===== src/rtl/ifu_fetch_pkg.sv =====
// Shared types and constants for the instruction fetch stage.
package ifu_fetch_pkg;

  localparam int unsigned CPU_WIDTH = 32;
  localparam int unsigned INST_W    = 32;

  localparam logic [INST_W-1:0] NOP_INST = 32'h0000_0013;

  typedef logic [1:0] ifu_err_t;

  localparam ifu_err_t IFU_ERR_OK  = 2'd0;
  localparam ifu_err_t IFU_ERR_MIS = 2'd1;
  localparam ifu_err_t IFU_ERR_BUS = 2'd2;
  localparam ifu_err_t IFU_ERR_TMO = 2'd3;

  typedef enum logic [1:0] {
    ST_REQ   = 2'd0,
    ST_WAIT  = 2'd1,
    ST_HOLD  = 2'd2,
    ST_DRAIN = 2'd3
  } ifu_state_e;

  // Entry held in the output register and offered to the decoder
  typedef struct packed {
    logic [INST_W-1:0]    inst;
    logic [CPU_WIDTH-1:0] pc;
    ifu_err_t             err;
  } ifu_inst_t;

endpackage


===== src/rtl/ifu_fetch_if.sv =====
// Instruction-memory port and decoder handshake of the fetch stage.
interface ifu_fetch_if;
  import ifu_fetch_pkg::*;

  logic                 o_imem_req_valid;
  logic                 i_imem_req_ready;
  logic [CPU_WIDTH-1:0] o_imem_addr;
  logic                 i_imem_rsp_valid;
  logic [INST_W-1:0]    i_imem_rsp_data;
  logic                 i_imem_rsp_err;
  logic                 o_inst_valid;
  logic                 i_inst_ready;
  logic [INST_W-1:0]    o_inst;
  logic [CPU_WIDTH-1:0] o_inst_pc;
  ifu_err_t             o_inst_err;

  // Fetch stage side
  modport master (
    output o_imem_req_valid, o_imem_addr, o_inst_valid, o_inst, o_inst_pc, o_inst_err,
    input  i_imem_req_ready, i_imem_rsp_valid, i_imem_rsp_data, i_imem_rsp_err, i_inst_ready
  );

  // Memory and decoder side
  modport slave (
    input  o_imem_req_valid, o_imem_addr, o_inst_valid, o_inst, o_inst_pc, o_inst_err,
    output i_imem_req_ready, i_imem_rsp_valid, i_imem_rsp_data, i_imem_rsp_err, i_inst_ready
  );

endinterface


===== src/rtl/ifu_fetch_buf.sv =====
// Output holding register: one fetched entry plus its valid bit, with load and clear.
module ifu_fetch_buf
  import ifu_fetch_pkg::*;
(
  input  logic      i_clk,
  input  logic      i_rst,
  input  logic      i_load,
  input  logic      i_clear,
  input  ifu_inst_t i_ent,
  output logic      o_valid,
  output ifu_inst_t o_ent
);

  logic      r_valid;
  ifu_inst_t r_ent;

  // Fields only change on load, so they stay stable while the decoder stalls
  always_ff @(posedge i_clk or negedge i_rst) begin
    if (!i_rst) begin
      r_valid <= 1'b0;
      r_ent   <= '0;
    end else if (i_load) begin
      r_valid <= 1'b1;
      r_ent   <= i_ent;
    end else if (i_clear) begin
      r_valid <= 1'b0;
    end
  end

  assign o_valid = r_valid;
  assign o_ent   = r_ent;

endmodule


===== src/rtl/ifu_fetch.sv =====
// Fetch control: one imem read per PC, buffered handoff to the decoder, error and flush handling.
module ifu_fetch
  import ifu_fetch_pkg::*;
#(
  parameter int unsigned TIMEOUT_CYC = 255,
  parameter int unsigned CNT_W       = 8
)(
  input  logic                 i_clk,
  input  logic                 i_rst,
  input  logic [CPU_WIDTH-1:0] i_ifu_pc,
  output logic                 o_ifu_wen,
  input  logic                 i_flush,
  ifu_fetch_if.master          bus
);

  localparam logic             TMO_EN   = (TIMEOUT_CYC != 0);
  localparam logic [CNT_W-1:0] TMO_LAST = CNT_W'((TIMEOUT_CYC == 0) ? 0 : TIMEOUT_CYC - 1);
  localparam logic [CNT_W-1:0] CNT_MAX  = '1;

  logic                 r_armed;
  ifu_state_e           r_state;
  logic [CNT_W-1:0]     r_cnt;
  logic                 r_pending;
  logic [CPU_WIDTH-1:0] r_req_pc;

  logic      w_misal, w_flush, w_in_req, w_mis_ld, w_accept;
  logic      w_wait, w_rsp_ld, w_tmo, w_fire, w_load, w_clear;
  logic      w_pend_n, w_vld_n, w_buf_valid;
  ifu_inst_t w_ld, w_buf;

  // r_armed keeps the request and PC strobe quiet until the first edge out of reset
  assign w_misal  = |i_ifu_pc[1:0];
  assign w_flush  = r_armed & i_flush;
  assign w_in_req = r_armed & ~i_flush & (r_state == ST_REQ);
  assign w_mis_ld = w_in_req & w_misal;
  assign w_accept = bus.o_imem_req_valid & bus.i_imem_req_ready;
  assign w_wait   = ~i_flush & (r_state == ST_WAIT);
  assign w_rsp_ld = w_wait & bus.i_imem_rsp_valid;
  assign w_tmo    = TMO_EN & w_wait & ~bus.i_imem_rsp_valid & (r_cnt == TMO_LAST);
  assign w_fire   = w_buf_valid & bus.i_inst_ready & ~i_flush;
  assign w_load   = w_mis_ld | w_rsp_ld | w_tmo;
  assign w_clear  = w_fire | w_flush;
  assign w_pend_n = r_pending & ~bus.i_imem_rsp_valid;
  assign w_vld_n  = w_buf_valid & ~w_clear;

  // PC strobe is same-cycle so the PC register advances on the edge that leaves HOLD
  assign o_ifu_wen            = w_flush | w_fire;
  assign bus.o_imem_req_valid = w_in_req & ~w_misal;
  assign bus.o_imem_addr      = {i_ifu_pc[CPU_WIDTH-1:2], 2'b00};

  always_comb begin
    w_ld = '{inst: bus.i_imem_rsp_data, pc: r_req_pc, err: IFU_ERR_OK};
    if (w_mis_ld) begin
      w_ld = '{inst: NOP_INST, pc: i_ifu_pc, err: IFU_ERR_MIS};
    end else if (w_tmo) begin
      w_ld = '{inst: NOP_INST, pc: r_req_pc, err: IFU_ERR_TMO};
    end else if (bus.i_imem_rsp_err) begin
      w_ld = '{inst: NOP_INST, pc: r_req_pc, err: IFU_ERR_BUS};
    end
  end

  always_ff @(posedge i_clk or negedge i_rst) begin
    if (!i_rst) begin
      r_armed   <= 1'b0;
      r_state   <= ST_REQ;
      r_cnt     <= '0;
      r_pending <= 1'b0;
      r_req_pc  <= '0;
    end else begin
      r_armed <= 1'b1;
      case (r_state)
        ST_REQ: begin
          if (w_mis_ld) begin
            r_state <= ST_HOLD;
          end else if (w_accept) begin
            r_state  <= ST_WAIT;
            r_cnt    <= '0;
            r_req_pc <= i_ifu_pc;
          end
        end
        ST_WAIT: begin
          if (r_cnt != CNT_MAX) r_cnt <= r_cnt + CNT_W'(1);
          if (i_flush) begin
            r_pending <= ~bus.i_imem_rsp_valid;
            r_state   <= bus.i_imem_rsp_valid ? ST_REQ : ST_DRAIN;
          end else if (w_rsp_ld) begin
            r_state <= ST_HOLD;
          end else if (w_tmo) begin
            r_pending <= 1'b1;
            r_state   <= ST_DRAIN;
          end
        end
        ST_HOLD: begin
          if (w_clear) r_state <= ST_REQ;
        end
        ST_DRAIN: begin
          // Leave only once the stale response is gone and any timeout entry was taken
          r_pending <= w_pend_n;
          if (!i_flush && !w_pend_n && !w_vld_n) r_state <= ST_REQ;
        end
        default: r_state <= ST_REQ;
      endcase
    end
  end

  ifu_fetch_buf u_buf (
    .i_clk   (i_clk),
    .i_rst   (i_rst),
    .i_load  (w_load),
    .i_clear (w_clear),
    .i_ent   (w_ld),
    .o_valid (w_buf_valid),
    .o_ent   (w_buf)
  );

  assign bus.o_inst_valid = w_buf_valid;
  assign bus.o_inst       = w_buf.inst;
  assign bus.o_inst_pc    = w_buf.pc;
  assign bus.o_inst_err   = w_buf.err;

endmodule


===== src/flat_wrapper.sv =====
// flat-port wrapper written by rule: the top's interface ports become plain ports
module ifu_fetch_flat import ifu_fetch_pkg::*;
#(
  parameter int unsigned TIMEOUT_CYC = 255,
  parameter int unsigned CNT_W       = 8
)
  (i_clk, i_rst, i_ifu_pc, o_ifu_wen, i_flush, bus_o_imem_req_valid, bus_o_imem_addr, bus_o_inst_valid, bus_o_inst, bus_o_inst_pc, bus_o_inst_err, bus_i_imem_req_ready, bus_i_imem_rsp_valid, bus_i_imem_rsp_data, bus_i_imem_rsp_err, bus_i_inst_ready);
  ifu_fetch_if bus_i ();
  input  logic i_clk;
  input  logic i_rst;
  input  logic [CPU_WIDTH-1:0] i_ifu_pc;
  output logic o_ifu_wen;
  input  logic i_flush;
  output wire logic [$bits(bus_i.o_imem_req_valid)-1:0] bus_o_imem_req_valid;
  output wire logic [$bits(bus_i.o_imem_addr)-1:0] bus_o_imem_addr;
  output wire logic [$bits(bus_i.o_inst_valid)-1:0] bus_o_inst_valid;
  output wire logic [$bits(bus_i.o_inst)-1:0] bus_o_inst;
  output wire logic [$bits(bus_i.o_inst_pc)-1:0] bus_o_inst_pc;
  output wire logic [$bits(bus_i.o_inst_err)-1:0] bus_o_inst_err;
  input wire logic [$bits(bus_i.i_imem_req_ready)-1:0] bus_i_imem_req_ready;
  input wire logic [$bits(bus_i.i_imem_rsp_valid)-1:0] bus_i_imem_rsp_valid;
  input wire logic [$bits(bus_i.i_imem_rsp_data)-1:0] bus_i_imem_rsp_data;
  input wire logic [$bits(bus_i.i_imem_rsp_err)-1:0] bus_i_imem_rsp_err;
  input wire logic [$bits(bus_i.i_inst_ready)-1:0] bus_i_inst_ready;
  assign bus_o_imem_req_valid = bus_i.o_imem_req_valid;
  assign bus_o_imem_addr = bus_i.o_imem_addr;
  assign bus_o_inst_valid = bus_i.o_inst_valid;
  assign bus_o_inst = bus_i.o_inst;
  assign bus_o_inst_pc = bus_i.o_inst_pc;
  assign bus_o_inst_err = bus_i.o_inst_err;
  assign bus_i.i_imem_req_ready = bus_i_imem_req_ready;
  assign bus_i.i_imem_rsp_valid = bus_i_imem_rsp_valid;
  assign bus_i.i_imem_rsp_data = bus_i_imem_rsp_data;
  assign bus_i.i_imem_rsp_err = bus_i_imem_rsp_err;
  assign bus_i.i_inst_ready = bus_i_inst_ready;
  ifu_fetch #(.TIMEOUT_CYC(TIMEOUT_CYC), .CNT_W(CNT_W)) u_core (.i_clk(i_clk), .i_rst(i_rst), .i_ifu_pc(i_ifu_pc), .o_ifu_wen(o_ifu_wen), .i_flush(i_flush), .bus(bus_i));
endmodule

===== config.mk =====
export PLATFORM = sky130hd
export DESIGN_NAME = ifu_fetch_flat
export DESIGN_NICKNAME = d
export VERILOG_FILES = /design/src/rtl/ifu_fetch_pkg.sv /design/src/rtl/ifu_fetch_if.sv /design/src/rtl/ifu_fetch_buf.sv /design/src/rtl/ifu_fetch.sv /design/src/flat_wrapper.sv
export SDC_FILE = /design/constraint.sdc
export NUM_CORES = 1
export LEC_CHECK = 0
export ABC_AREA = 1
export CORE_UTILIZATION = 50
export CTS_CLUSTER_SIZE = 12
export DETAILED_ROUTE_END_ITERATION = 12
export GPL_TIMING_DRIVEN = 0
export PLACE_DENSITY = 0.86
export SYNTH_ARGS = -nofsm -noshare
export SYNTH_HDL_FRONTEND = slang
export SYNTH_SLANG_ARGS = --single-unit

===== constraint.sdc =====
create_clock -name i_clk -period 3.2 [get_ports i_clk]
set_input_delay 0.64 -clock i_clk [delete_from_list [all_inputs] [get_ports i_clk]]
set_output_delay 0.64 -clock i_clk [all_outputs]
set_load 0.03 [all_outputs]

==> results_dict.tcl, run 1 <==
# flow metrics
set metrics [dict create \
    outcome "completed" \
    rr_endpoint "u_core.u_buf.o_ent[55]$_DFFE_PN0P_" \
    worstSetupEndpointType "output pin" \
    gp_congestion 0.7926 \
    fin_util_pct 73.27 \
    powerComb_mw 2.80 \
    p_per_area_mw_per_mm2 801.8 \
    post_cts_buffers 0 \
    slew_violations 0 \
    rsz0062_at_grt "false" \
    drt_wl_total_mm 12.89 \
    post-place-ws_ns 0.2538 \
    pwr-share-comb_pct 47.9 \
    synth_chip_area_mm2 0.005226 \
    drv_cap 0 \
    fin_ws_ns 0.2637 \
    yosysUniqueCellTypes 27 \
    initCoreUtil_pct 52.50 \
    p_leak_nw 3.597 \
    arrival_ns 2.30 \
    grt_max_degree 64 \
    finalPower_mw 5.848 \
    setup_viol 0 \
    ys.flops 111 \
    overflow 0 \
    track_usage_pct 24.43 \
    crit_top_cell "clkdlybuf4s50_1" \
    viasPerCell 4.908 \
    synth_seq_share_pct 53.15 \
    core_area_mm2 0.009955 \
    area_leaders "dfrtp_1, nand2_1, o21ai_0" \
    cts_htree_levels 3 \
    ctsResizeCount 0 \
    whs_ns 0.2867 \
    logic_family "simple AND/OR/NAND/NOR gates" \
    power.internal_mw 3.408 \
    finalCritPeriodShare_pct 91.76 \
    mostFrequentLayoutCell "nand2_1" \
    xor_share_pct 0.1676 \
    swShare_pct 41.72 \
    crit_chain "clkdlybuf4s50_1 > nor2_2 > nand2_1 > nor2_1 > clkdlybuf4s50_1" \
    simple_gate_area_share_pct 26.14 \
    synthCells 654 \
    grt_pass1_vias 4791 \
    power_leader "combinational cells" \
    die_y_um 104.2 \
    worstMarginPinSlew_ns 0.6572 \
    dr_total_vias 4775 \
    port_buffers 169 \
    cts_root_buffer "clkbuf_8" \
    r2r_slack_ns 1.35 \
    die-area_mm2 0.01086 \
    power_sequential_mw 2.26 \
    drc 0 \
    dp_hpwl_mm 9.949 \
    tool_warnings 27 \
    diodes 0 \
    ys_cells 654 \
    crit_type "input port to output pin" \
    netlist.top_cell.by_area "dfrtp_1" \
    cts_buffer_depth 2 \
    ys_sh_adder_pct 0.4788 \
    start_kind "input port" \
    critPathMaxFanout 6 \
    reg2reg_from "u_core.r_cnt[0]$_DFFE_PN0P_" \
    power.switching_mw 2.440 \
    critPathMaxStageDelay_ns 0.67 \
    dominantRegCellSynth "dfrtp_1" \
]
==> run 1: layout make-up <==
| class | instances | area [µm²] |
|---|---|---|
| plain buffers | 60 | 405.4 |
| clock buffers | 10 | 137.6 |
| clock inverters | 5 | 42.54 |
| fillers | 734 | 2661 |
| inverters | 56 | 210.2 |
| multi-input cells | 428 | 1837 |
| flip-flops and latches | 111 | 2778 |
| well taps | 133 | 166.4 |
| repair buffers | 170 | 1717 |
==> run 1: worst max path at each step <==
stage             from                                 end  cells past startpoint
2_1_floorplan  i_flush                bus_o_imem_req_valid                      3
6_report       i_flush                bus_o_imem_req_valid                      5
3_5_place_dp   i_flush                bus_o_imem_req_valid                      5
3_3_place_gp     i_rst  u_core.u_buf.o_ent[62]$_DFFE_PN0P_                      1
5_1_grt        i_flush                bus_o_imem_req_valid                      5
4_1_cts        i_flush                bus_o_imem_req_valid                      5
==> run 1: cells in the mapped netlist, types with 3 or more instances <==
cell        n
buf_6       6
inv_2       5
or2_2       3
inv_1      51
nand2_1   272
clkbuf_1   10
nor2_1     13
nand3_1    41
buf_2      12
a21oi_1     7
buf_4      32
o21ai_0    56
o21ai_1    16
nand4_1     3
dfrtp_1   111
==> run 1: registers in the layout, summed over array words and instances (netlist names) <==
signal                cells
u_core.u_buf.o_ent       66
u_core.r_pending          1
u_core.r_req_pc          32
u_core.r_armed            1
u_core.u_buf.o_valid      1
u_core.r_state            2
u_core.r_cnt              8
==> run 1: worst max-delay path, delay by kind of cell <==
kind                   cells  cell delay (ns)
buffers and inverters      2             1.24
AND/OR/NAND/NOR            3             0.41
==> run 1: metal layers <==
layer  track usage (%)  routed length (µm)  share of wire (%)
met5                 0                   0                  0
met4             8.673                 160                1.2
met3             7.268                1109                8.6
met2             42.86                6434                 50
met1             28.30                5188                 40
Fig. 1: run 1, clock nets
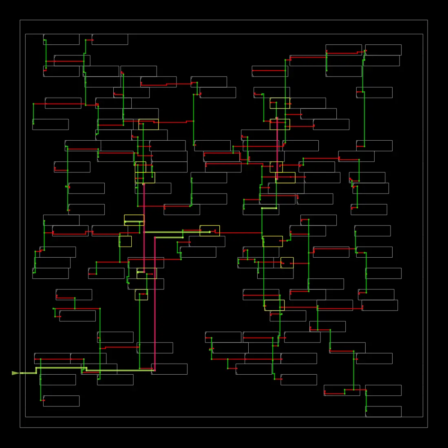
clock skew: 0.01341 ns
clk pwr: 0.786 mW
clk latency late pin: 0.36 ns
clock sink total: 111
TritonCTS Buffers: 9

Fig. 2: run 1, sequential cells grouped by signal name
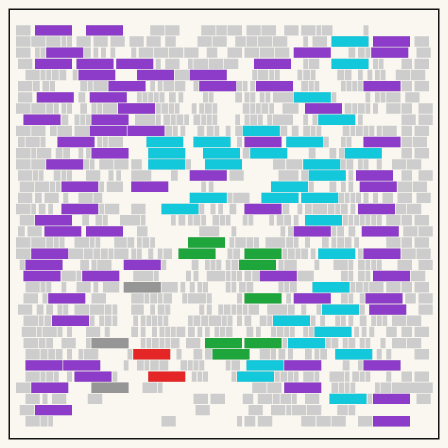
| color | name in the netlist | placed flops |
|---|---|---|
| cyan | `u_core.r_req_pc` | 32 |
| purple | `u_core.u_buf.o_ent` | 66 |
| green | `u_core.r_cnt` | 8 |
| red | `u_core.r_state` | 2 |

Fig. 3: run 1, routed metal, one color a layer
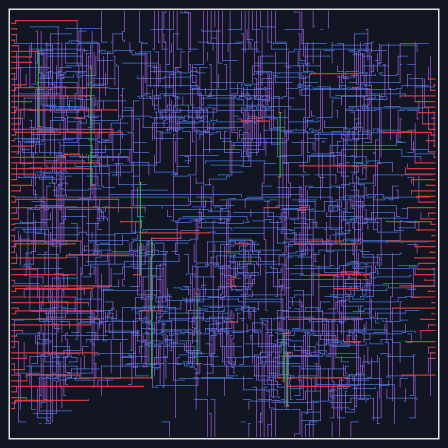
| color | layer | wire length |
|---|---|---|
| red | M3 | 1110 µm |
| purple | M2 | 6430 µm |
| blue | M1 | 5190 µm |
| green | M4 | 161 µm |

--- run 2 (diff from run 1) ---
--- a/config.mk
+++ b/config.mk
@@ -6,11 +6,13 @@
 export NUM_CORES = 1
 export LEC_CHECK = 0
 export ABC_AREA = 1
+export ABC_CLOCK_PERIOD_IN_PS = 3200
 export CORE_UTILIZATION = 50
-export CTS_CLUSTER_SIZE = 12
+export CTS_CLUSTER_SIZE = 14
 export DETAILED_ROUTE_END_ITERATION = 12
 export GPL_TIMING_DRIVEN = 0
 export PLACE_DENSITY = 0.86
+export SKIP_LAST_GASP = 1
 export SYNTH_ARGS = -nofsm -noshare
 export SYNTH_HDL_FRONTEND = slang
 export SYNTH_SLANG_ARGS = --single-unit
==> run 2 against run 1 <==
  * Synthesized cell count did not move
  * Wire length did not move
  * Non-clock buffer count did not move
  * Via count did not move
  * Final area did not move
  * Final cell count did not move
  * Combinational power barely moved
  * Highest routed layer unchanged
==> results_dict.tcl, run 2 <==
# flow metrics
set metrics [dict create \
    drc 0 \
    edf_count 0 \
    initCoreUtil_pct 52.50 \
    cts_buffers 9 \
    fill_cells 734 \
    synth_chip_area_mm2 0.005226 \
    place_inst 958 \
    worstSetupEndpointType "output pin" \
    dominantRegCellSynth "dfrtp_1" \
    ys.flops 111 \
    drt_pass1_iterations 4 \
    synth_seq_share_pct 53.15 \
    viasPerCell 4.908 \
    placed_cell_area_mm2 0.007113 \
    detail-route-antenna-nets 0 \
    whs_ns 0.2867 \
    wl_per_cell_um 13.25 \
    logic_area_mm2 0.001837 \
    synth.most_common_cell "nand2_1" \
    p_per_area_mw_per_mm2 801.8 \
    diodes 0 \
    ys_cells 654 \
    overflow 0 \
    crit_chain "clkdlybuf4s50_1 > nor2_2 > nand2_1 > nor2_1 > clkdlybuf4s50_1" \
    critPathMaxFanout 6 \
    ctsResizeCount 0 \
    grt_pass1_vias 4791 \
    finalPower_mw 5.848 \
    drive_gt1_share_pct 9.643 \
    drv_cap 0 \
    arrival_ns 2.30 \
    drt_wl_total_mm 12.89 \
    skew_ns 0.01341 \
    syn_area_mm2 0.005226 \
    cts.sinks 111 \
    r2r_slack_ns 1.35 \
    critPathMaxStageDelay_ns 0.67 \
    cts_tree "done" \
    finalCritPeriodShare_pct 91.76 \
    yosys-top-cells-count "nand2_1, dfrtp_1, o21ai_0, inv_1, nand3_1" \
    core_area_mm2 0.009955 \
    p_leak_nw 3.597 \
    tool_warnings 27 \
    post-place-ws_ns 0.2538 \
    cts_htree_levels 3 \
    hold_viol_final 0 \
    grt_max_degree 64 \
    reg2reg_from "u_core.r_cnt[0]$_DFFE_PN0P_" \
    fin_util_pct 73.27 \
    rsz0062_at_grt "false" \
    slew_violations 0 \
    cts_buffer_depth 2 \
    setup_viol 0 \
    finalInstanceArea_mm2 0.007293 \
    start_kind "input port" \
    clock_latency_ns 0.36 \
    post_cts_buffers 0 \
    grt_pass1_wl_mm 21.40 \
    fmax_mhz 340.6 \
    dp_hpwl_mm 9.949 \
    die_y_um 104.2 \
    largest_reg_flops 66 \
    mostFrequentLayoutCell "nand2_1" \
    yosysUniqueCellTypes 27 \
    area_leaders "dfrtp_1, nand2_1, o21ai_0" \
    seq_area_mm2 0.002778 \
    rows 36 \
    dr_total_vias 4775 \
    port_buffers 169 \
    outcome "completed" \
    crit_type "input port to output pin" \
    netlist.top_cell.by_area "dfrtp_1" \
    boundaryPins 172 \
    worstSetupStartpoint "i_flush" \
    cts_root_buffer "clkbuf_8" \
    crit_top_cell "clkdlybuf4s50_1" \
    fin_ws_ns 0.2637 \
    track_usage_pct 24.43 \
    gp_congestion 0.7926 \
    rr_endpoint "u_core.u_buf.o_ent[55]$_DFFE_PN0P_" \
    die-area_mm2 0.01086 \
    worstMarginPinSlew_ns 0.6572 \
    synthCells 654 \
]
run 2: cell counts after synthesis:
No cell type changed its count.
run 2: worst max path at each step:
stage                                               to  slack [ns]
finish                            bus_o_imem_req_valid        0.26
global route                      bus_o_imem_req_valid        0.21
CTS                               bus_o_imem_req_valid        0.24
detailed placement                bus_o_imem_req_valid        0.25
global placement    u_core.u_buf.o_ent[62]$_DFFE_PN0P_       -2.59
floorplan                         bus_o_imem_req_valid        1.30
run 2: cell type report:
cell class,instances,area share (%)
Sequential cell,111,38.09
Multi-Input combinational cell,428,25.18
Timing Repair Buffer,170,23.54
Buffer,60,5.558
Inverter,56,2.882
Tap cell,133,2.282
Clock buffer,10,1.887
Clock inverter,5,0.5833
run 2: kinds of logic after synthesis:
group / count (synthesis) / share of synthesized area [%]
flip-flops: 111 / 53.15
adder cells (fa/ha/maj): 2 / 0.4787
AND/OR/NAND/NOR: 339 / 26.14
other: 2 / 0.1437
AND-OR/OR-AND: 83 / 8.140
XOR/XNOR: 1 / 0.1676
buffers and inverters: 116 / 11.78
run 2: power breakdown:
group | total, mW | switching, mW | internal, mW
sequential | 2.26 | 0.286 | 1.97
clock | 0.786 | 0.476 | 0.310
combinational | 2.80 | 1.68 | 1.12
total | 5.85 | 2.44 | 3.41
run 2: routing by layer:
layer | wire [µm] | track usage [%]
met1 | 5188 | 28.30
met2 | 6434 | 42.86
met3 | 1109 | 7.268
met4 | 160 | 8.673
met5 | 0 | 0
run 2: critical path, delay by kind of cell:
family	cells	cell delay, ns
buf+inv	2	1.24
simple gates	3	0.41
Fig. 4: run 2, clock nets
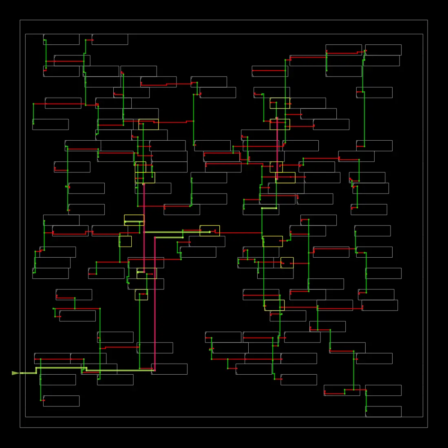
registers: 111
CLK BUF: 10

No activity file was given, so power comes from the tool's default toggle rates.
